===== src/rtl/key_debounce_array_if.sv =====
// Button bundle between the raw pins / debounced strobes and the
// key_debounce_array front end.
interface key_debounce_array_if #(
    parameter int CH = 5
);
    logic [CH-1:0] buttom_in;
    logic [CH-1:0] level;
    logic [CH-1:0] sign_pos;
    logic [CH-1:0] sign_neg;
    logic [CH-1:0] sign_long;
    logic [CH-1:0] sign_rep;
    logic          tick;

    modport master (
        output buttom_in,
        input  level, sign_pos, sign_neg, sign_long, sign_rep, tick
    );

    modport slave (
        input  buttom_in,
        output level, sign_pos, sign_neg, sign_long, sign_rep, tick
    );
endinterface


===== src/rtl/key_debounce_array.sv =====
// Multi-channel button front end: 2-flop sync, tick-sampled debounce and a
// per-channel IDLE/PRESSED/HELD FSM producing press/release/long/repeat strobes.
module key_debounce_array #(
    parameter int CH         = 5,
    parameter int CLK_HZ     = 100_000_000,
    parameter int SAMPLE_HZ  = 1000,
    parameter int STABLE_CNT = 4,
    parameter int HOLD_CNT   = 1000,
    parameter int REPEAT_CNT = 200,
    parameter int REPEAT_EN  = 1
) (
    input  logic                 clk,
    input  logic                 buttom_rst,
    key_debounce_array_if.slave  bus
);
    localparam int DIV = CLK_HZ / SAMPLE_HZ;
    localparam int PW  = (DIV > 1) ? $clog2(DIV) : 1;
    localparam int SW  = (STABLE_CNT > 1) ? $clog2(STABLE_CNT + 1) : 1;
    localparam int HW  = $clog2(HOLD_CNT + 1);
    localparam int RW  = $clog2(REPEAT_CNT + 1);

    localparam logic [PW-1:0] DIV_LAST = PW'(DIV - 1);
    localparam logic [SW-1:0] STAB_M1  = SW'(STABLE_CNT - 1);
    localparam logic [HW-1:0] HOLD_M1  = HW'(HOLD_CNT - 1);
    localparam logic [HW-1:0] HOLD_MAX = HW'(HOLD_CNT);
    localparam logic [RW-1:0] REP_M1   = RW'(REPEAT_CNT - 1);
    localparam logic [RW-1:0] REP_MAX  = RW'(REPEAT_CNT);
    localparam logic          REP_ON   = (REPEAT_EN != 0);

    localparam logic [1:0] ST_IDLE    = 2'd0;
    localparam logic [1:0] ST_PRESSED = 2'd1;
    localparam logic [1:0] ST_HELD    = 2'd2;

    logic [CH-1:0] sync1_q, sync1_d, sync2_q, sync2_d;
    logic [PW-1:0] pre_cnt_q, pre_cnt_d;
    logic          tick_q, tick_d;

    logic [CH-1:0] level_q, level_d;
    logic [CH-1:0] pos_q, pos_d, neg_q, neg_d, long_q, long_d, rep_q, rep_d;
    logic [CH-1:0] rise_s, fall_s;
    logic [SW-1:0] stab_cnt_q [CH];
    logic [SW-1:0] stab_cnt_d [CH];
    logic [HW-1:0] hold_cnt_q [CH];
    logic [HW-1:0] hold_cnt_d [CH];
    logic [RW-1:0] rep_cnt_q  [CH];
    logic [RW-1:0] rep_cnt_d  [CH];
    logic [1:0]    state_q    [CH];
    logic [1:0]    state_d    [CH];

    // Synchroniser chain and free-running sample prescaler.
    always_comb begin
        sync1_d = bus.buttom_in;
        sync2_d = sync1_q;
        if (pre_cnt_q == DIV_LAST) begin
            pre_cnt_d = '0;
        end else begin
            pre_cnt_d = pre_cnt_q + PW'(1);
        end
        // tick_q is high exactly while the counter sits at DIV-1
        tick_d = (pre_cnt_d == DIV_LAST);
    end

    // Flops for synchroniser, prescaler and tick.
    always_ff @(posedge clk or negedge buttom_rst) begin
        if (!buttom_rst) begin
            sync1_q   <= '0;
            sync2_q   <= '0;
            pre_cnt_q <= '0;
            tick_q    <= 1'b0;
        end else begin
            sync1_q   <= sync1_d;
            sync2_q   <= sync2_d;
            pre_cnt_q <= pre_cnt_d;
            tick_q    <= tick_d;
        end
    end

    // Per-channel debounce and press FSM; strobes default low every cycle.
    always_comb begin
        level_d    = level_q;
        pos_d      = '0;
        neg_d      = '0;
        long_d     = '0;
        rep_d      = '0;
        rise_s     = '0;
        fall_s     = '0;
        stab_cnt_d = stab_cnt_q;
        hold_cnt_d = hold_cnt_q;
        rep_cnt_d  = rep_cnt_q;
        state_d    = state_q;
        for (int c = 0; c < CH; c++) begin
            if (tick_q) begin
                if (sync2_q[c] != level_q[c]) begin
                    if (stab_cnt_q[c] >= STAB_M1) begin
                        level_d[c]    = ~level_q[c];
                        stab_cnt_d[c] = '0;
                        rise_s[c]     = ~level_q[c];
                        fall_s[c]     = level_q[c];
                    end else begin
                        stab_cnt_d[c] = stab_cnt_q[c] + SW'(1);
                    end
                end else begin
                    stab_cnt_d[c] = '0;
                end
                // A release on the same tick as an expiry suppresses the expiry strobe
                case (state_q[c])
                    ST_IDLE: begin
                        if (rise_s[c]) begin
                            pos_d[c]      = 1'b1;
                            hold_cnt_d[c] = '0;
                            state_d[c]    = ST_PRESSED;
                        end else begin
                            state_d[c]    = ST_IDLE;
                        end
                    end
                    ST_PRESSED: begin
                        if (fall_s[c]) begin
                            neg_d[c]      = 1'b1;
                            state_d[c]    = ST_IDLE;
                        end else if (hold_cnt_q[c] >= HOLD_M1) begin
                            hold_cnt_d[c] = HOLD_MAX;
                            long_d[c]     = 1'b1;
                            rep_cnt_d[c]  = '0;
                            state_d[c]    = ST_HELD;
                        end else begin
                            hold_cnt_d[c] = hold_cnt_q[c] + HW'(1);
                        end
                    end
                    ST_HELD: begin
                        if (fall_s[c]) begin
                            neg_d[c]      = 1'b1;
                            state_d[c]    = ST_IDLE;
                        end else if (rep_cnt_q[c] >= REP_M1) begin
                            if (REP_ON) begin
                                rep_d[c]     = 1'b1;
                                rep_cnt_d[c] = '0;
                            end else begin
                                rep_cnt_d[c] = REP_MAX;
                            end
                        end else begin
                            rep_cnt_d[c] = rep_cnt_q[c] + RW'(1);
                        end
                    end
                    default: begin
                        state_d[c]    = ST_IDLE;
                        hold_cnt_d[c] = '0;
                        rep_cnt_d[c]  = '0;
                    end
                endcase
            end else begin
                state_d[c] = state_q[c];
            end
        end
    end

    // Per-channel state and registered strobe outputs.
    always_ff @(posedge clk or negedge buttom_rst) begin
        if (!buttom_rst) begin
            level_q <= '0;
            pos_q   <= '0;
            neg_q   <= '0;
            long_q  <= '0;
            rep_q   <= '0;
            for (int c = 0; c < CH; c++) begin
                stab_cnt_q[c] <= '0;
                hold_cnt_q[c] <= '0;
                rep_cnt_q[c]  <= '0;
                state_q[c]    <= ST_IDLE;
            end
        end else begin
            level_q <= level_d;
            pos_q   <= pos_d;
            neg_q   <= neg_d;
            long_q  <= long_d;
            rep_q   <= rep_d;
            for (int c = 0; c < CH; c++) begin
                stab_cnt_q[c] <= stab_cnt_d[c];
                hold_cnt_q[c] <= hold_cnt_d[c];
                rep_cnt_q[c]  <= rep_cnt_d[c];
                state_q[c]    <= state_d[c];
            end
        end
    end

    assign bus.level     = level_q;
    assign bus.sign_pos  = pos_q;
    assign bus.sign_neg  = neg_q;
    assign bus.sign_long = long_q;
    assign bus.sign_rep  = rep_q;
    assign bus.tick      = tick_q;
endmodule


===== src/flat_wrapper.sv =====
// flat-port wrapper written by rule: the top's interface ports become plain ports
module key_debounce_array_flat 
#(
    parameter int CH         = 5,
    parameter int CLK_HZ     = 100_000_000,
    parameter int SAMPLE_HZ  = 1000,
    parameter int STABLE_CNT = 4,
    parameter int HOLD_CNT   = 1000,
    parameter int REPEAT_CNT = 200,
    parameter int REPEAT_EN  = 1
)
  (clk, buttom_rst, bus_buttom_in, bus_level, bus_sign_pos, bus_sign_neg, bus_sign_long, bus_sign_rep, bus_tick);
  key_debounce_array_if #(.CH(CH)) bus_i ();
  input  logic clk;
  input  logic buttom_rst;
  input wire logic [$bits(bus_i.buttom_in)-1:0] bus_buttom_in;
  output wire logic [$bits(bus_i.level)-1:0] bus_level;
  output wire logic [$bits(bus_i.sign_pos)-1:0] bus_sign_pos;
  output wire logic [$bits(bus_i.sign_neg)-1:0] bus_sign_neg;
  output wire logic [$bits(bus_i.sign_long)-1:0] bus_sign_long;
  output wire logic [$bits(bus_i.sign_rep)-1:0] bus_sign_rep;
  output wire logic [$bits(bus_i.tick)-1:0] bus_tick;
  assign bus_i.buttom_in = bus_buttom_in;
  assign bus_level = bus_i.level;
  assign bus_sign_pos = bus_i.sign_pos;
  assign bus_sign_neg = bus_i.sign_neg;
  assign bus_sign_long = bus_i.sign_long;
  assign bus_sign_rep = bus_i.sign_rep;
  assign bus_tick = bus_i.tick;
  key_debounce_array #(.CH(CH), .CLK_HZ(CLK_HZ), .SAMPLE_HZ(SAMPLE_HZ), .STABLE_CNT(STABLE_CNT), .HOLD_CNT(HOLD_CNT), .REPEAT_CNT(REPEAT_CNT), .REPEAT_EN(REPEAT_EN)) u_core (.clk(clk), .buttom_rst(buttom_rst), .bus(bus_i));
endmodule

===== config.mk =====
export PLATFORM = sky130hd
export DESIGN_NAME = key_debounce_array_flat
export DESIGN_NICKNAME = d
export VERILOG_FILES = /design/src/rtl/key_debounce_array_if.sv /design/src/rtl/key_debounce_array.sv /design/src/flat_wrapper.sv
export SDC_FILE = /design/constraint.sdc
export NUM_CORES = 1
export LEC_CHECK = 0
export CORE_ASPECT_RATIO = 1.75
export CORE_MARGIN = 1.5
export CORE_UTILIZATION = 36
export DETAILED_ROUTE_END_ITERATION = 8
export GPL_TIMING_DRIVEN = 1
export PLACE_DENSITY_LB_ADDON = 0.05
export SYNTH_ARGS = -nofsm -noshare
export SYNTH_HDL_FRONTEND = slang
export SYNTH_SLANG_ARGS = --single-unit

===== constraint.sdc =====
create_clock -name clk -period 2.8 [get_ports clk]
set_input_delay 0.56 -clock clk [delete_from_list [all_inputs] [get_ports clk]]
set_output_delay 0.56 -clock clk [all_outputs]
set_load 0.02 [all_outputs]

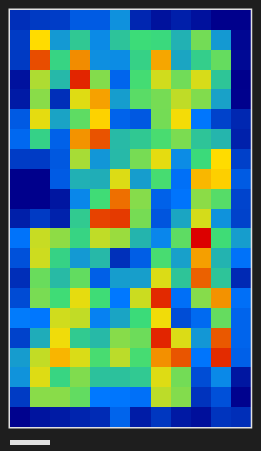
**Above:** run 1 (signal metal coverage by tile).
Scale bar: 20 µm. 12 x 21 tiles, from dark blue (low) to red (high), scaled to the fullest tile. Values are wire area over tile area, all layers added.
- tiles over half the peak: 39%
- nearly empty tiles: 4.8%
- mean over tiles: 0.12

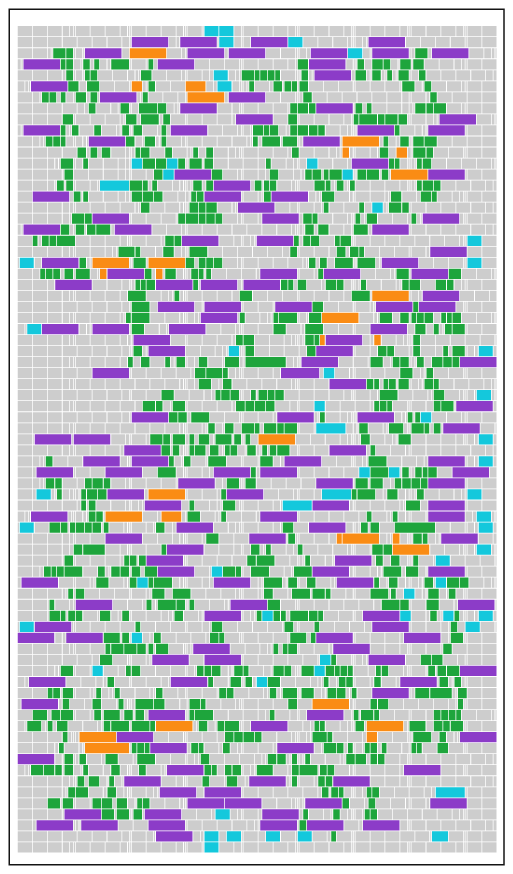
**Above:** run 1 (placed cells, one colour a class).
Fill, decap, tap and diode cells in grey.
- registers: purple (cells 168; share of their area 42%)
- remaining buffers and delay cells: cyan (cells 61; share of their area 6.1%)
- remaining logic cells: green (cells 726; share of their area 46%)
- clock drivers and dummy loads: orange (cells 30; share of their area 5.4%)

==> flow_metrics.py, run 1 <==
# Synthesis and PnR figures
metrics = {
    "status": {
        "status": "finished clean",
    },
    "setup_path": {
        "worstSetupStartpointType": "register",
        "reg2regPathDepth": 7,
        "regToRegStartpoint": "u_core.stab_cnt_q[3]$_DFFE_PN0P_",
        "path_buffers": 0,
        "endpoint": "u_core.rep_cnt_q[13]$_DFFE_PN0P_",
        "crit_chain": "ha_1 > ha_1 > a211o_1 > a32o_1 > a2111oi_4 > o21ai_1 > a22o_1",
        "crit_family": "AND-OR/OR-AND gates",
    },
    "layout": {
        "design_area_mm2": 0.0103,
        "drive_gt1_share_pct": 9.04,
    },
    "logic_synthesis": {
        "syn_area_mm2": 0.00886,
        "fp_nets": 963,
        "synth_cell_types": 70,
    },
    "clocking": {
        "cts-root-buf": "clkbuf_16",
        "hold_buffers": 0,
        "clock-sinks": 168,
        "cts_buffer_depth": 2,
    },
    "final_timing": {
        "slew_headroom_pct": 49.9,
        "max_freq_ghz": 0.390,
        "tightest_slew_ns": 0.733,
    },
    "pwr": {
        "p_leak_nw": 4.57,
        "powerDensity_mw_per_mm2": 459,
    },
    "drt": {
        "drt-initial-drc-count": 374,
    },
    "grt": {
        "grtUsageTotal_pct": 17.1,
    },
    "floorplan": {
        "rows": 75,
        "die_y_um": 211,
    },
    "placed_design": {
        "hpwl_mm": 14.3,
    },
}
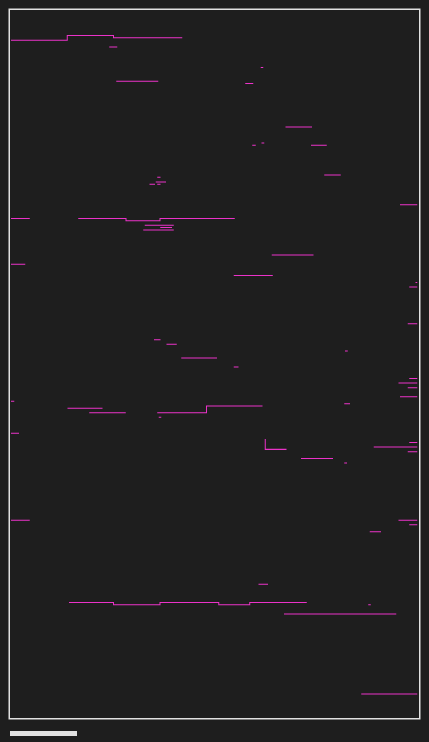
**Above:** run 1 (met3 routing).
Scale bar: 20 µm.
- wire length on this layer: 468 µm
- main direction: horizontal

==> run 1: synth_stat cells, types with 5 or more instances <==
library cell	instances	area, µm²
xor2_1	6	52.6
o2bb2ai_1	9	78.8
a22o_1	17	149
nand2b_1	30	188
a211o_1	9	78.8
o22ai_1	13	81.3
and4_1	7	61.3
nand4_1	9	56.3
nor2_1	51	191
o31ai_1	24	180
a21o_1	24	180
a21oi_1	24	120
o21ai_0	74	370
clkbuf_1	20	75.1
nand2_1	82	308
or4_1	6	45.0
a31oi_1	9	56.3
nor4_1	11	68.8
nor2b_1	20	125
nand3_1	50	250
o21ai_1	26	130
xnor2_1	7	61.3
nor3_1	14	70.1
dfrtp_1	168	4200
ha_1	36	450
or2_2	12	75.1
o211ai_1	5	37.5
and3_1	27	169
nor4b_1	7	61.3
inv_1	47	176
==> run 1: cells in the final DEF, fill, tap and decap left out, drive strengths merged, types with 20 or more instances in the layout <==
cell type | Yosys | final
a21o | 24 | 24
dfrtp | 168 | 168
o31ai | 24 | 24
o21ai | 100 | 100
buf | 6 | 30
a21oi | 24 | 24
nor2b | 20 | 20
nor2 | 51 | 51
clkbuf | 20 | 21
nand3 | 50 | 50
ha | 36 | 36
and3 | 27 | 27
nand2 | 83 | 83
clkdlybuf4s50 | 0 | 31
nand2b | 30 | 30
inv | 47 | 47
==> run 1: where the power goes <==
part	switching [mW]	internal (mW)
Clock	0.962	1.25
Combinational	0.0559	0.0197
Sequential	0.00487	2.43
Total	1.02	3.70
==> run 1: per-layer routing <==
metal  share of wire, %  track usage [%]
met3                2.3             3.49
met5                  0                0
met1                 42             19.4
met2                 54             30.9
met4                2.1             6.69
==> run 1: metrics by stage <==
| step | instances | util [%] | setup WS, ns |
|---|---|---|---|
| final | 1293 | 42.7 | 0.239 |
| after global routing | 1293 | 42.7 | 0.0436 |
| after CTS | 1293 | 42.7 | 0.214 |
| after detailed placement | 1263 | 40.4 | 0.240 |
| after global placement | 1263 | 40.4 | 0.204 |
| after floorplan | 920 | - | 0.460 |
==> run 1: logic make-up after synthesis <==
logic type,count (synthesis),synth area share [%]
buffers and inverters,73,3.13
adder cells (fa/ha/maj),36,5.08
multiplexers,5,0.621
AND/OR/NAND/NOR,346,20.7
AND-OR/OR-AND,279,21.8
flip-flops,168,47.4
XOR/XNOR,13,1.28
==> run 1: flip-flops by register name, indices dropped and copies added, names as in the netlist <==
signal	flops
u_core.bus.level	5
u_core.bus.sign_long	5
u_core.bus.sign_neg	5
u_core.bus.sign_pos	5
u_core.bus.sign_rep	5
u_core.bus.tick	1
u_core.hold_cnt_q	50
u_core.pre_cnt_q	17
u_core.rep_cnt_q	40
u_core.stab_cnt_q	15
u_core.state_q	10
u_core.sync1_q	5
u_core.sync2_q	5
==> run 1: final cells by class <==
type                       count  area (µm²)  share of cell area [%]
timing repair buffer          61         602                    5.85
clock buffer                  21         460                    4.47
sequential                   168        4210                    40.9
multi-input combinational    679        4380                    42.6
tap                          308         385                    3.75
inverter                      47         176                    1.71
clock inverter                 9        77.6                   0.754
--- run 2 (diff from run 1) ---
--- a/config.mk
+++ b/config.mk
@@ -5,6 +5,7 @@
 export SDC_FILE = /design/constraint.sdc
 export NUM_CORES = 1
 export LEC_CHECK = 0
+export CAP_MARGIN = 20
 export CORE_ASPECT_RATIO = 1.75
 export CORE_MARGIN = 1.5
 export CORE_UTILIZATION = 36
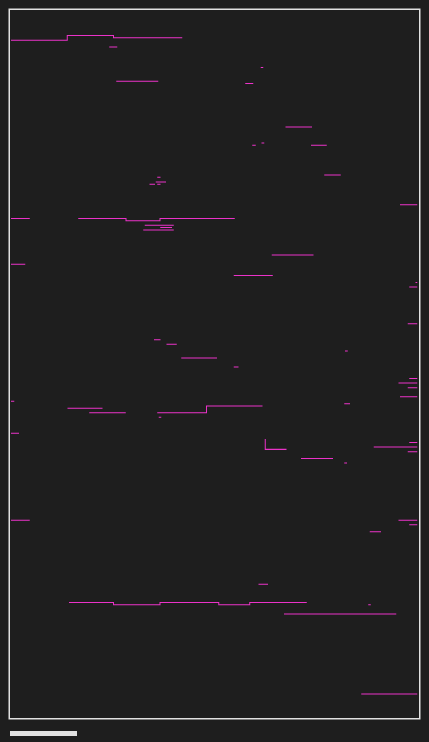
**Above:** run 2 (met3 routing).
Scale bar: 20 µm.
Vias: 7041
final WL: 20.0 mm
met3 Use GR: 3.49%

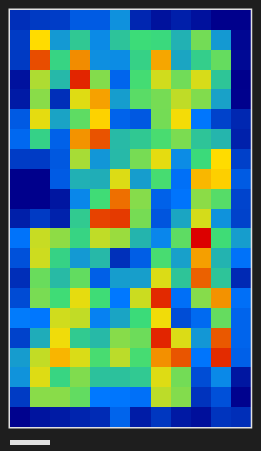
**Above:** run 2 (signal metal coverage by tile).
Scale bar: 20 µm. 12 x 21 tiles, from dark blue (low) to red (high), scaled to the fullest tile. Values are wire area over tile area, all layers added.
WL/cell: 15.5 µm
Total GRT Usage: 17.1%

==> run 2 against run 1 <==
Compared with the run above: global-route usage did not move; clock skew did not move; sequential share of layout area did not move; largest power group unchanged.
==> flow_metrics.py, run 2 <==
# Synthesis and PnR figures
metrics = {
    "status": {
        "status": "finished clean",
    },
    "layout": {
        "seqCellArea_mm2": 0.00421,
        "final_common_cell": "dfrtp_1",
        "combGateArea_mm2": 0.00438,
        "lay_top_cells": "167 x dfrtp_1, 82 x nand2_1, 74 x o21ai_0",
        "finalNonFillerCells": 1293,
        "fin_util_pct": 42.7,
        "drive_gt1_share_pct": 9.04,
        "top_regs": "u_core.hold_cnt_q x50, u_core.rep_cnt_q x40, u_core.pre_cnt_q x17",
        "top_register": "u_core.hold_cnt_q",
        "largest_reg_flops": 50,
    },
    "drt": {
        "drt-initial-drc-count": 374,
    },
    "setup_path": {
        "crit_family": "AND-OR/OR-AND gates",
        "path_buffers": 0,
        "worstSetupStartpointType": "register",
        "crit_chain": "ha_1 > ha_1 > a211o_1 > a32o_1 > a2111oi_4 > o21ai_1 > a22o_1",
    },
    "logic_synthesis": {
        "synth_cell_types": 70,
        "syn_area_mm2": 0.00886,
        "topCellsByArea": "dfrtp_1 47%, ha_1 5.1%, o21ai_0 4.2%, nand2_1 3.5%, nand3_1 2.8%",
        "largest_area_cell": "dfrtp_1",
        "fp_nets": 963,
    },
    "placed_design": {
        "place_inst": 1263,
    },
    "clocking": {
        "cts-root-buf": "clkbuf_16",
        "clock-sinks": 168,
        "hold_buffers": 0,
    },
    "floorplan": {
        "rows": 75,
        "die_y_um": 211,
    },
    "final_timing": {
        "worst_slack_ns": 0.239,
        "slew_headroom_pct": 49.9,
        "tightest_slew_ns": 0.733,
    },
    "pwr": {
        "powerDensity_mw_per_mm2": 459,
    },
    "grt": {
        "grt_pass1_wl_mm": 35.1,
    },
}
run 2: cell counts in the layout (fill, tap and decap cells not counted):
No cell type changed its count.
run 2: final timing paths:
path                                             startpoint                                 to  slack, ns  cells after the start
max                        u_core.stab_cnt_q[3]$_DFFE_PN0P_   u_core.rep_cnt_q[13]$_DFFE_PN0P_       0.24                      7
min                                              buttom_rst  u_core.hold_cnt_q[30]$_DFFE_PN0P_       0.07                      1
max reg2reg                u_core.stab_cnt_q[3]$_DFFE_PN0P_   u_core.rep_cnt_q[13]$_DFFE_PN0P_       0.24                      7
min reg2reg                     u_core.sync1_q[1]$_DFF_PN0_        u_core.sync2_q[1]$_DFF_PN0_       0.35                      0
max in group asynchronous                        buttom_rst      u_core.state_q[0]$_DFFE_PN0P_       2.05                      2
min in group clk                u_core.sync1_q[1]$_DFF_PN0_        u_core.sync2_q[1]$_DFF_PN0_       0.35                      0
run 2: logic make-up (layout without fill, tap and decap cells):
family,after synthesis,after routing,synth area share (%)
DFF,168,168,47.4
AOI/OAI and AO/OA,279,279,21.8
buffers and inverters,73,138,3.13
adders and majority gates,36,36,5.08
muxes,5,5,0.621
xor gates and xnor gates,13,13,1.28
and+or+nand+nor,346,346,20.7
run 2: stage by stage:
stage               instance area, µm²  hold WS (ns)  power, mW
global placement                  9750         0.334       2.57
detailed placement                9750         0.336       2.57
global route                     10300         0.121       4.93
floorplan                         8860         0.264       2.49
finish                           10300        0.0734       4.73
CTS                              10300        0.0906       4.83
run 2: layout make-up:
cell class / instances / share of cell area, %
tap: 308 / 3.75
multi-input combinational: 679 / 42.6
sequential: 168 / 40.9
clock buffer: 21 / 4.47
clock inverter: 9 / 0.754
inverter: 47 / 1.71
timing repair buffer: 61 / 5.85
run 2: power by group:
group | total, mW | internal [mW] | switching, mW
clock | 2.21 | 1.25 | 0.962
combinational | 0.0756 | 0.0197 | 0.0559
sequential | 2.44 | 2.43 | 0.00487
total | 4.73 | 3.70 | 1.02
run 2: metal layers:
layer	global-route usage, %	share of wire (%)	up-vias
li1	-	-	3510
met1	19.4	42	3429
met5	0	0	-
met2	30.9	54	73
met4	6.69	2.1	0
met3	3.49	2.3	29
Power figures rest on the tool's default switching activity, not on a simulated workload.
